## src/rtl/bf16_product_accumulator_pkg.sv

```systemverilog
// Shared constants, special encodings and FSM state type for the bf16 product accumulator.
package bf16_product_accumulator_pkg;

  localparam int unsigned EXP_WIDTH  = 8;
  localparam int unsigned MANT_WIDTH = 7;
  localparam int unsigned BIAS       = 127;

  localparam logic [15:0] QNAN    = 16'h7FC0;
  localparam logic [15:0] POS_INF = 16'h7F80;
  localparam logic [15:0] NEG_INF = 16'hFF80;

  typedef enum logic [1:0] {
    StWait,
    StAlign,
    StNorm,
    StHold
  } acc_state_e;

endpackage

```

## src/rtl/bf16_trunc_adder_core.sv

```systemverilog
// Combinational truncating bf16 adder split into an alignment half and a normalization half;
// the caller registers the aligned operands between the two halves.
module bf16_trunc_adder_core #(
  parameter int unsigned BIT_WIDTH  = 16,
  parameter int unsigned EXP_WIDTH  = 8,
  parameter int unsigned MANT_WIDTH = 7,
  parameter int unsigned GUARD_BITS = 3
) (
  // Alignment half
  input  logic [BIT_WIDTH-1:0]                 i_a,
  input  logic [BIT_WIDTH-1:0]                 i_b,
  output logic                                 o_special,
  output logic [BIT_WIDTH-1:0]                 o_special_val,
  output logic                                 o_sign,
  output logic [EXP_WIDTH-1:0]                 o_exp,
  output logic [MANT_WIDTH+GUARD_BITS:0]       o_big_sig,
  output logic [MANT_WIDTH+GUARD_BITS:0]       o_small_sig,
  output logic                                 o_eff_sub,
  // Normalization half
  input  logic                                 i_special,
  input  logic [BIT_WIDTH-1:0]                 i_special_val,
  input  logic                                 i_sign,
  input  logic [EXP_WIDTH-1:0]                 i_exp,
  input  logic [MANT_WIDTH+GUARD_BITS:0]       i_big_sig,
  input  logic [MANT_WIDTH+GUARD_BITS:0]       i_small_sig,
  input  logic                                 i_eff_sub,
  output logic [BIT_WIDTH-1:0]                 o_sum
);
  import bf16_product_accumulator_pkg::*;

  localparam int unsigned SIG_WIDTH = 1 + MANT_WIDTH + GUARD_BITS;
  localparam int unsigned LZ_WIDTH  = $clog2(SIG_WIDTH);
  localparam logic [EXP_WIDTH-1:0] EXP_MAX = '1;

  logic [EXP_WIDTH-1:0]  w_a_exp, w_b_exp, w_big_exp, w_small_exp, w_diff;
  logic [MANT_WIDTH-1:0] w_a_mant, w_b_mant, w_big_mant, w_small_mant;
  logic                  w_a_zero, w_b_zero, w_a_inf, w_b_inf, w_a_nan, w_b_nan;
  logic                  w_a_big, w_big_zero, w_small_zero;
  logic [BIT_WIDTH-2:0]  w_a_key, w_b_key;
  logic [SIG_WIDTH-1:0]  w_small_full;

  assign w_a_exp  = i_a[BIT_WIDTH-2 -: EXP_WIDTH];
  assign w_b_exp  = i_b[BIT_WIDTH-2 -: EXP_WIDTH];
  assign w_a_mant = i_a[MANT_WIDTH-1:0];
  assign w_b_mant = i_b[MANT_WIDTH-1:0];
  assign w_a_zero = (w_a_exp == '0);
  assign w_b_zero = (w_b_exp == '0);
  assign w_a_inf  = (w_a_exp == EXP_MAX) && (w_a_mant == '0);
  assign w_b_inf  = (w_b_exp == EXP_MAX) && (w_b_mant == '0);
  assign w_a_nan  = (w_a_exp == EXP_MAX) && (w_a_mant != '0);
  assign w_b_nan  = (w_b_exp == EXP_MAX) && (w_b_mant != '0);
  // Subnormals flush to zero, so their magnitude key is zero too.
  assign w_a_key  = w_a_zero ? '0 : i_a[BIT_WIDTH-2:0];
  assign w_b_key  = w_b_zero ? '0 : i_b[BIT_WIDTH-2:0];
  assign w_a_big  = (w_a_key >= w_b_key);

  assign w_big_exp    = w_a_big ? w_a_exp : w_b_exp;
  assign w_small_exp  = w_a_big ? w_b_exp : w_a_exp;
  assign w_big_mant   = w_a_big ? w_a_mant : w_b_mant;
  assign w_small_mant = w_a_big ? w_b_mant : w_a_mant;
  assign w_big_zero   = w_a_big ? w_a_zero : w_b_zero;
  assign w_small_zero = w_a_big ? w_b_zero : w_a_zero;
  assign w_diff       = w_big_exp - w_small_exp;
  assign w_small_full = {1'b1, w_small_mant, {GUARD_BITS{1'b0}}};

  always_comb begin
    o_special     = 1'b0;
    o_special_val = '0;
    if (w_a_nan || w_b_nan) begin
      o_special     = 1'b1;
      o_special_val = BIT_WIDTH'(QNAN);
    end else if (w_a_inf && w_b_inf) begin
      o_special     = 1'b1;
      o_special_val = (i_a[BIT_WIDTH-1] == i_b[BIT_WIDTH-1]) ? i_a : BIT_WIDTH'(QNAN);
    end else if (w_a_inf) begin
      o_special     = 1'b1;
      o_special_val = i_a;
    end else if (w_b_inf) begin
      o_special     = 1'b1;
      o_special_val = i_b;
    end
  end

  always_comb begin
    o_sign    = w_a_big ? i_a[BIT_WIDTH-1] : i_b[BIT_WIDTH-1];
    o_exp     = w_big_exp;
    o_eff_sub = i_a[BIT_WIDTH-1] ^ i_b[BIT_WIDTH-1];
    o_big_sig = w_big_zero ? '0 : {1'b1, w_big_mant, {GUARD_BITS{1'b0}}};
    if (w_small_zero || (32'(w_diff) > SIG_WIDTH)) begin
      o_small_sig = '0;
    end else begin
      o_small_sig = w_small_full >> w_diff;
    end
  end

  logic [SIG_WIDTH:0]      w_sum;
  logic [LZ_WIDTH-1:0]     w_msb, w_lz;
  logic [EXP_WIDTH-1:0]    w_exp_inc;
  logic [EXP_WIDTH+1:0]    w_exp_dec;
  logic [MANT_WIDTH-1:0]   w_norm_mant;

  assign w_sum = i_eff_sub ? ({1'b0, i_big_sig} - {1'b0, i_small_sig})
                           : ({1'b0, i_big_sig} + {1'b0, i_small_sig});

  always_comb begin
    w_msb = '0;
    for (int i = 0; i < SIG_WIDTH; i++) begin
      if (w_sum[i]) w_msb = LZ_WIDTH'(i);
    end
  end

  assign w_lz        = LZ_WIDTH'(SIG_WIDTH - 1) - w_msb;
  assign w_exp_inc   = i_exp + EXP_WIDTH'(1);
  assign w_exp_dec   = {2'b00, i_exp} - (EXP_WIDTH + 2)'(w_lz);
  // Drop the hidden bit on the way out; guard bits are simply truncated.
  assign w_norm_mant = MANT_WIDTH'((w_sum[SIG_WIDTH-1:0] << w_lz) >> GUARD_BITS);

  always_comb begin
    o_sum = '0;
    if (i_special) begin
      o_sum = i_special_val;
    end else if (w_sum == '0) begin
      o_sum = '0;
    end else if (w_sum[SIG_WIDTH]) begin
      if (w_exp_inc == EXP_MAX) begin
        o_sum = i_sign ? BIT_WIDTH'(NEG_INF) : BIT_WIDTH'(POS_INF);
      end else begin
        o_sum = {i_sign, w_exp_inc, w_sum[SIG_WIDTH-1 -: MANT_WIDTH]};
      end
    end else if (w_exp_dec[EXP_WIDTH+1] || (w_exp_dec == '0)) begin
      o_sum = '0;
    end else begin
      o_sum = {i_sign, w_exp_dec[EXP_WIDTH-1:0], w_norm_mant};
    end
  end

endmodule

```

## src/rtl/bf16_product_accumulator.sv

```systemverilog
// Accumulates a stream of bf16 products into a truncating bf16 running sum, releasing the sum
// and term count when the term marked last has been added.
module bf16_product_accumulator #(
  parameter int unsigned BIT_WIDTH  = 16,
  parameter int unsigned EXP_WIDTH  = 8,
  parameter int unsigned MANT_WIDTH = 7,
  parameter int unsigned GUARD_BITS = 3,
  parameter int unsigned CNT_WIDTH  = 16
) (
  input  logic                 clk,
  input  logic                 rst_n,
  input  logic [BIT_WIDTH-1:0] in_product,
  input  logic                 in_valid,
  input  logic                 in_last,
  output logic                 in_ready,
  output logic [BIT_WIDTH-1:0] out_sum,
  output logic [CNT_WIDTH-1:0] out_count,
  output logic                 out_valid,
  input  logic                 out_ready
);
  import bf16_product_accumulator_pkg::*;

  localparam int unsigned SIG_WIDTH = 1 + MANT_WIDTH + GUARD_BITS;

  acc_state_e             r_state;
  logic [BIT_WIDTH-1:0]   r_prod, r_acc;
  logic                   r_last, r_in_ready, r_out_valid;
  logic [CNT_WIDTH-1:0]   r_count;
  logic                   r_special, r_sign, r_eff_sub;
  logic [BIT_WIDTH-1:0]   r_special_val;
  logic [EXP_WIDTH-1:0]   r_exp;
  logic [SIG_WIDTH-1:0]   r_big_sig, r_small_sig;

  logic                   w_special, w_sign, w_eff_sub;
  logic [BIT_WIDTH-1:0]   w_special_val, w_sum;
  logic [EXP_WIDTH-1:0]   w_exp;
  logic [SIG_WIDTH-1:0]   w_big_sig, w_small_sig;

  bf16_trunc_adder_core #(
    .BIT_WIDTH  (BIT_WIDTH),
    .EXP_WIDTH  (EXP_WIDTH),
    .MANT_WIDTH (MANT_WIDTH),
    .GUARD_BITS (GUARD_BITS)
  ) u_core (
    .i_a           (r_acc),
    .i_b           (r_prod),
    .o_special     (w_special),
    .o_special_val (w_special_val),
    .o_sign        (w_sign),
    .o_exp         (w_exp),
    .o_big_sig     (w_big_sig),
    .o_small_sig   (w_small_sig),
    .o_eff_sub     (w_eff_sub),
    .i_special     (r_special),
    .i_special_val (r_special_val),
    .i_sign        (r_sign),
    .i_exp         (r_exp),
    .i_big_sig     (r_big_sig),
    .i_small_sig   (r_small_sig),
    .i_eff_sub     (r_eff_sub),
    .o_sum         (w_sum)
  );

  always_ff @(posedge clk or negedge rst_n) begin
    if (!rst_n) begin
      r_state       <= StWait;
      r_prod        <= '0;
      r_last        <= 1'b0;
      r_acc         <= '0;
      r_count       <= '0;
      r_in_ready    <= 1'b1;
      r_out_valid   <= 1'b0;
      r_special     <= 1'b0;
      r_special_val <= '0;
      r_sign        <= 1'b0;
      r_exp         <= '0;
      r_big_sig     <= '0;
      r_small_sig   <= '0;
      r_eff_sub     <= 1'b0;
    end else begin
      case (r_state)
        StWait: begin
          if (in_valid) begin
            r_prod     <= in_product;
            r_last     <= in_last;
            r_in_ready <= 1'b0;
            r_state    <= StAlign;
          end
        end
        StAlign: begin
          r_special     <= w_special;
          r_special_val <= w_special_val;
          r_sign        <= w_sign;
          r_exp         <= w_exp;
          r_big_sig     <= w_big_sig;
          r_small_sig   <= w_small_sig;
          r_eff_sub     <= w_eff_sub;
          r_state       <= StNorm;
        end
        StNorm: begin
          r_acc   <= w_sum;
          r_count <= r_count + CNT_WIDTH'(1);
          if (r_last) begin
            r_out_valid <= 1'b1;
            r_state     <= StHold;
          end else begin
            r_in_ready <= 1'b1;
            r_state    <= StWait;
          end
        end
        StHold: begin
          if (out_ready) begin
            r_acc       <= '0;
            r_count     <= '0;
            r_out_valid <= 1'b0;
            r_in_ready  <= 1'b1;
            r_state     <= StWait;
          end
        end
        default: r_state <= StWait;
      endcase
    end
  end

  assign in_ready  = r_in_ready;
  assign out_valid = r_out_valid;
  assign out_sum   = r_acc;
  assign out_count = r_count;

endmodule

```

## config.mk

```make
export PLATFORM = sky130hd
export DESIGN_NAME = bf16_product_accumulator
export DESIGN_NICKNAME = d
export VERILOG_FILES = /design/src/rtl/bf16_product_accumulator_pkg.sv /design/src/rtl/bf16_trunc_adder_core.sv /design/src/rtl/bf16_product_accumulator.sv
export SDC_FILE = /design/constraint.sdc
export NUM_CORES = 1
export LEC_CHECK = 0
export CORE_ASPECT_RATIO = 0.6
export CORE_UTILIZATION = 39
export DETAILED_ROUTE_END_ITERATION = 8
export GPL_ROUTABILITY_DRIVEN = 0
export PLACE_DENSITY_LB_ADDON = 0.08
export SLEW_MARGIN = 20
export SYNTH_ARGS = -nofsm -noshare
export SYNTH_HDL_FRONTEND = slang
export SYNTH_SLANG_ARGS = --single-unit
```

## constraint.sdc

```tcl
create_clock -name clk -period 8 [get_ports clk]
set_input_delay 1.6 -clock clk [delete_from_list [all_inputs] [get_ports clk]]
set_output_delay 1.6 -clock clk [all_outputs]
set_load 0.05 [all_outputs]
```

Fig. 1: run 1, metal layers overlaid
The bar under the picture is 50 um long.
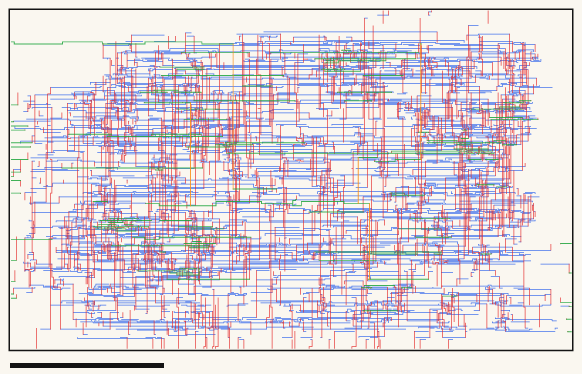
color	layer	wire length
red	M2	7960 um
blue	M1	12900 um
orange	M4	157 um
green	M3	1510 um

Fig. 2: run 1, pin placement
The bar under the picture is 50 um long. Pins as bars across the die edge, other pins in gray.
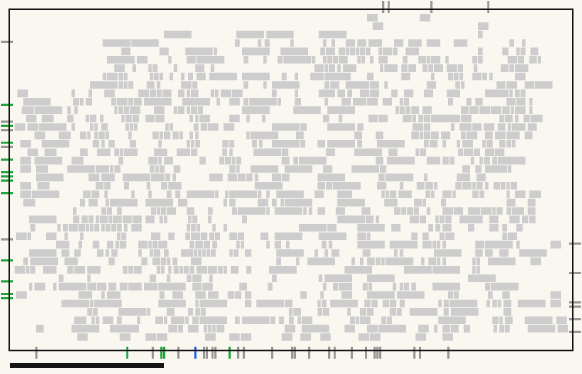
color	port	pins	direction	edge
green	`in_product`	16	input	12 left, 4 bottom
blue	`in_ready`	1	output	bottom

Fig. 3: run 1, met3 routing
The bar under the picture is 50 um long.
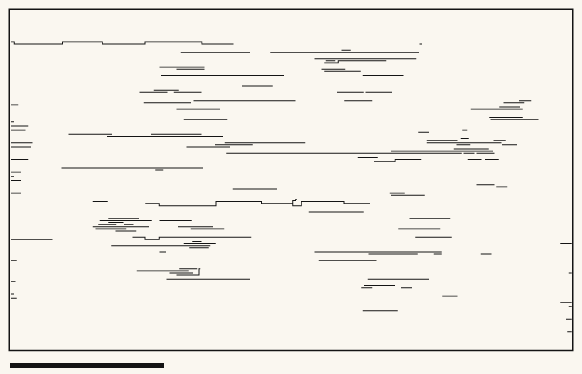
main direction	horizontal
longest straight run	75.9 um

Fig. 4: run 1, cell sizes after repair
The bar under the picture is 50 um long.
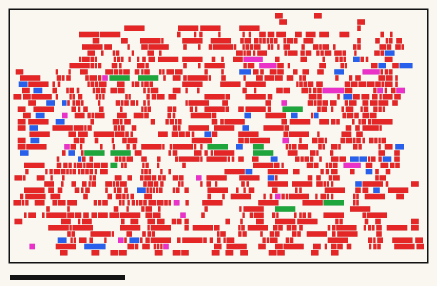
color	size	cells	share
magenta	x3 and x4	19	2.0%
blue	x2	38	4.0%
red	x1 and smaller	878	93%
green	x6 and larger	11	1.2%

==> impl_metrics.csv, run 1 <==
group,metric,value,unit
worst_hold_path,hold_class,"register to register",
grt,grt_overflow,0,
final_timing,rsz0062_at_grt,"no",
floorplanning,die_width,182,um
drt,via_count,6917,
worst_setup_path,crit_required,8.19,ns
cts,post_cts_resize_count,0,
floorplanning,row_count,39,
yosys,synthCells,928,
floorplanning,chipArea,20000,sq um
yosys,synth_flops,99,
job,drv_cap,0,
cts,cts_max_level,3,
worst_setup_path,crit_arrival,7.53,ns
yosys,ys_area,7570,sq um
yosys,flop_cell,"dfrtp_1",
worst_hold_path,hold_path_depth,1,
yosys,synth-edff-count,0,
yosys,top_cell_area_share,32.4,%
drt,drt_iter0_markers,772,
place,place_inst,1177,
final_timing,hold_viol,0,
cts,clk_pin_slew_worst_paths,0.07,ns
run_status,status,"finished, final reports clean",
layout,area_delta_synth_final,12.4,%
cts,clk_path_buf_depth,2,
cts,hold_buffers,0,
drt,drt_pass1_iterations,5,
yosys,synth_warnings,0,
final_timing,period_used_share,91.8,%
layout,num-fill-cells,1891,
job,warnings,27,
worst_setup_path,reg2reg_depth,26,
cts,post_cts_buffers,0,
worst_hold_path,whs_endpoint,"r_special_val[5]$_DFFE_PN0N_",
grt,grt_pass1_vias,6094,
worst_setup_path,critical_path_class,"register to register",
grt,grt_max_degree,70,
floorplanning,pin_count,55,
yosys,synth.area.top_cells,"dfrtp_1 32%, nand2_1 5.9%, ha_1 5.5%",
final_timing,skew,0.00914,ns
place,hpwl,16900,um
place,io_buffers,54,
cts,cts_tree,"done",
worst_setup_path,critPathLaunchType,"register",
worst_setup_path,timing.rr.end,"out_sum[1]$_DFFE_PN0P_",
yosys,yosys_cells,928,
grt,antenna_found_initial,0,
cts,clock.latency.late_pin,0.35,ns
drt,ant_nets,0,
floorplanning,die_h,110,um
worst_hold_path,min_from,"r_special_val[5]$_DFFE_PN0N_",
grt,grt_usage,23.5,%
grt,grt_pass1_wl,35800,um
yosys,async_flop_share,100,%
yosys,ys_top_cells_by_count,"120 x nand2_1, 98 x dfrtp_1, 95 x nor2_1",
layout,final_area,8520,sq um
final_timing,tightest_slew,1.04,ns
floorplanning,fp_util,39.8,%
worst_setup_path,rrSetupSlack,0.66,ns
final_timing,drv_slew,0,
final_timing,finalWorstSetupSlack,0.659,ns
yosys,top_cell,"nand2_1",
layout,final_core_util,44.7,%
worst_setup_path,endpoint_kind,"register",
cts,clockRootBuffer,"clkbuf_16",
yosys,synth_area_per_cell,8.16,sq um
yosys,synth_area_leader_cell,"dfrtp_1",
cts,cts.sinks,99,
yosys,postSynthSeqShare,32.7,%
floorplanning,coreArea,19000,sq um
final_timing,whs,0.488,ns
run 1: area by class of cell:
cell class | instances | area (sq um) | share of cell area (%)
Inverter | 29 | 109 | 1.28
Tap cell | 246 | 308 | 3.61
Multi-Input combinational cell | 740 | 4740 | 55.6
Clock buffer | 10 | 239 | 2.81
Timing Repair Buffer | 63 | 606 | 7.11
Sequential cell | 99 | 2480 | 29.1
Clock inverter | 5 | 37.5 | 0.441
run 1: critical path: stages, from the launching register on:
cell and delay, ns:
dfrtp_1 0.63, inv_1 0.23, ha_1 0.33, nand2b_1 0.18, nor2_1 0.06, nor2_1 0.12, xnor2_1 0.08, ha_1 0.44
nand4b_1 0.15, a21oi_1 0.28, a21bo_2 0.23, xor2_1 0.34, a211oi_1 0.12, o31ai_1 0.26, buf_4 0.24, inv_1 0.08
ha_1 0.61, clkinv_1 0.39, fa_1 0.53, nand2b_1 0.18, o22ai_1 0.16, nand4_1 0.15, mux2i_1 0.15, mux2_2 0.16
a21oi_1 0.09, o31ai_4 0.76, o21ai_0 0.22
run 1: how the worst max path moves through the flow:
stage / slack (ns) / cells after the start / to / from
after global placement: 1.00 / 26 / out_sum[1]$_DFFE_PN0P_ / r_small_sig[0]$_DFFE_PN0N_
after CTS: 0.75 / 26 / out_sum[1]$_DFFE_PN0P_ / r_small_sig[0]$_DFFE_PN0N_
after floorplan: 1.87 / 30 / out_sum[7]$_DFFE_PN0P_ / r_small_sig[0]$_DFFE_PN0N_
after global routing: 0.13 / 26 / out_sum[0]$_DFFE_PN0P_ / r_small_sig[0]$_DFFE_PN0N_
after detailed placement: 0.79 / 26 / out_sum[3]$_DFFE_PN0P_ / r_small_sig[0]$_DFFE_PN0N_
final: 0.66 / 26 / out_sum[1]$_DFFE_PN0P_ / r_small_sig[0]$_DFFE_PN0N_
run 1: cells by family after synthesis:
logic type / share of synthesized area, %
buffers and inverters: 4.82
DFF: 32.7
and+or+nand+nor: 23.6
xor gates and xnor gates: 5.07
muxes: 5.35
AOI/OAI and AO/OA: 22.5
adders and majority gates: 6.01
run 1: routing by layer:
layer / global-route usage, % / up-vias / routed length [um]
met2: 29.7 / 233 / 7960
met3: 4.01 / 10 / 1510
li1: - / 3386 / -
met1: 39.6 / 3288 / 12900
met4: 3.84 / 0 / 157
met5: 0 / - / 0
run 1: placed cells by master, fill, tap and decap left out, types with 6 or more instances in the layout:
master           count
a21o_1               7
clkdlybuf4s50_1     53
mux2i_1             27
xor2_1              13
inv_1               28
nand2_1            120
a211oi_1             9
o22ai_1              6
o211ai_1            10
and3_1              16
a31oi_1             20
o21ai_0             75
nand4_1             12
nand2b_1            11
buf_4               10
dfrtp_1             98
nor4_1               8
clkbuf_16            9
a21oi_1             42
nor2_1              95
mux2_2              12
nor2b_1             12
ha_1                33
a22o_1               6
and2_1              18
xnor2_1             29
o21ai_2             12
o31ai_1              8
a22oi_1             17
nand3_1             27
nor3_1              25
==> run 2: changes to the inputs <==
- CTS_CLUSTER_DIAMETER: unset -> 100
==> impl_metrics.csv, run 2 <==
group,metric,value,unit
run_status,status,"finished, final reports clean",
final_timing,setup_viol,0,
cts,numCtsBuffers,9,
drt,via_count,6917,
drt,drt_iter0_markers,772,
grt,grt_max_degree,70,
drt,drt_pass1_iterations,5,
drt,wl_met3,1510,um
yosys,ys_area,7570,sq um
place,post-place-ws,0.789,ns
worst_setup_path,max_stage_delay,0.76,ns
yosys,synthCells,928,
floorplanning,die_h,110,um
floorplanning,die_width,182,um
yosys,synth-edff-count,0,
place,place_inst,1177,
place,hpwl,16900,um
worst_setup_path,crit_start,"r_small_sig[0]$_DFFE_PN0N_",
layout,drive_above_1_share,7.19,%
worst_setup_path,critPathLaunchType,"register",
worst_setup_path,crit_arrival,7.53,ns
yosys,async_flop_share,100,%
drt,wl_per_cell,18.9,um
final_timing,rsz0062_at_grt,"no",
yosys,ys_sh_adder,6.01,%
yosys,ys_sh_xor,5.07,%
yosys,ys_top_cells_by_count,"120 x nand2_1, 98 x dfrtp_1, 95 x nor2_1",
final_timing,min_period,7.34,ns
drt,wl_met2,7960,um
grt,grt_overflow,0,
yosys,ys_sh_mux,5.35,%
yosys,synth_cell_types,77,
grt,grt_usage,23.5,%
cts,cts.sinks,99,
layout,nets,997,
final_timing,period_used_share,91.8,%
drt,drt-met1-wl,12900,um
drt,highest_layer,"met4",
final_timing,tightest_slew,1.04,ns
cts,cts_tree,"done",
cts,clk_path_buf_depth,2,
drt,drt_wl_total,22500,um
worst_setup_path,crit_slowest_cell,"o31ai_4",
grt,antenna_found_initial,0,
yosys,postSynthSeqShare,32.7,%
yosys,flop_cell,"dfrtp_1",
final_timing,drv_slew,0,
worst_setup_path,crit_required,8.19,ns
drt,viasPerCell,5.80,
layout,num-fill-cells,1891,
yosys,synth.area.top_cells,"dfrtp_1 32%, nand2_1 5.9%, ha_1 5.5%",
worst_setup_path,endpoint_kind,"register",
yosys,synth_area_per_cell,8.16,sq um
floorplanning,chipArea,20000,sq um
yosys,top_cell_area_share,32.4,%
worst_setup_path,cp_max_fo,16,
final_timing,whs,0.488,ns
floorplanning,fp_util,39.8,%
drt,ant_nets,0,
yosys,synthesis.area,7570,sq um
worst_hold_path,min_from,"r_special_val[5]$_DFFE_PN0N_",
floorplanning,coreArea,19000,sq um
cts,post_cts_buffers,0,
grt,grt_pass1_wl,35800,um
place,place_area,8240,sq um
yosys,yosys_cells,928,
yosys,fp_nets,983,
worst_setup_path,cpMostUsedCell,"ha_1",
yosys,aoi_share,22.5,%
floorplanning,pin_count,55,
job,warnings,27,
cts,clockRootBuffer,"clkbuf_16",
job,drv_cap,0,
final_timing,finalSetupTns,0,ns
worst_hold_path,hold_class,"register to register",
place,io_buffers,54,
yosys,synth_flops,99,
yosys,synth_area_leader_cell,"dfrtp_1",
cts,clk_pin_slew_worst_paths,0.07,ns
yosys,synth_warnings,0,
layout,lay_top_cells,"120 x nand2_1, 98 x dfrtp_1, 95 x nor2_1",
cts,cts_max_level,3,
layout,mostFrequentLayoutCell,"nand2_1",
final_timing,slew_headroom,30.5,%
layout,instances_no_fill,1192,
final_timing,hold_viol,0,
layout,diodes,0,
grt,grt_pass1_vias,6094,
floorplanning,row_count,39,
yosys,top_logic_kind,"simple AND/OR/NAND/NOR gates",
cts,post_cts_resize_count,0,
final_timing,fmax,136,MHz
cts,clock.latency.late_pin,0.35,ns
worst_setup_path,timing.rr.start,"r_small_sig[0]$_DFFE_PN0N_",
yosys,ys_sh_simple,23.6,%
yosys,top_cell,"nand2_1",
cts,hold_buffers,0,
final_timing,skew,0.00914,ns
drt,drc,0,
worst_setup_path,critical_path_class,"register to register",
worst_setup_path,rrSetupSlack,0.66,ns
run 2: cell counts in the layout (fill, tap and decap cells not counted):
No cell type changed its count.
run 2: routing by layer:
layer  track usage, %  vias up
met2             29.7      233
li1                 -     3386
met3             4.01       10
met5                0        -
met4             3.84        0
met1             39.6     3288
run 2: final cells by class:
class / instances / area, sq um / share of cell area, %
timing repair buffer: 63 / 606 / 7.11
sequential: 99 / 2480 / 29.1
clock buffer: 10 / 239 / 2.81
clock inverter: 5 / 37.5 / 0.441
tap: 246 / 308 / 3.61
multi-input combinational: 740 / 4740 / 55.6
inverter: 29 / 109 / 1.28
run 2: kinds of logic (layout without fill, tap and decap cells):
| group | after synthesis | in the layout |
|---|---|---|
| XOR/XNOR | 43 | 43 |
| adder cells (fa/ha/maj) | 36 | 36 |
| flip-flops | 99 | 99 |
| multiplexers | 39 | 39 |
| AND/OR/NAND/NOR | 369 | 369 |
| AND-OR/OR-AND | 253 | 253 |
| buffers and inverters | 89 | 107 |
run 2: worst paths after layout:
check | to | cells past startpoint
worst max-delay path | out_sum[1]$_DFFE_PN0P_ | 26
worst min-delay path | r_special_val[5]$_DFFE_PN0N_ | 1
worst max register to register | out_sum[1]$_DFFE_PN0P_ | 26
worst min register to register | r_special_val[5]$_DFFE_PN0N_ | 1
max in group asynchronous | r_special_val[14]$_DFFE_PN0N_ | 2
min in group asynchronous | r_last$_DFFE_PN0P_ | 1
run 2: worst max-delay path, delay by kind of cell (launching register included):
family	cells	cell delay, ns
multiplexers	2	0.31
flip-flops	1	0.63
buffers and inverters	4	0.94
AND/OR/NAND/NOR	6	0.84
XOR/XNOR	2	0.42
adder cells (fa/ha/maj)	4	1.91
AND-OR/OR-AND	8	2.12
run 2: metrics by stage:
step	util (%)
6_report	44.7
5_1_grt	44.7
4_1_cts	44.7
3_5_place_dp	43.3
3_3_place_gp	43.3
2_1_floorplan	-
Fig. 5: run 2, cell sizes after repair
The bar under the picture is 50 um long.
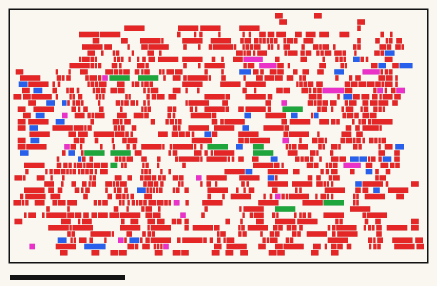
color	size	cells	share
red	x1 and smaller	878	93%
blue	x2	38	4.0%
green	x6 and larger	11	1.2%
magenta	x3 and x4	19	2.0%
final setup margin: 0.659 ns
design area: 8520 sq um
Buffers, non-clock: 63
Layout Area Growth over Synthesis: 12.4%

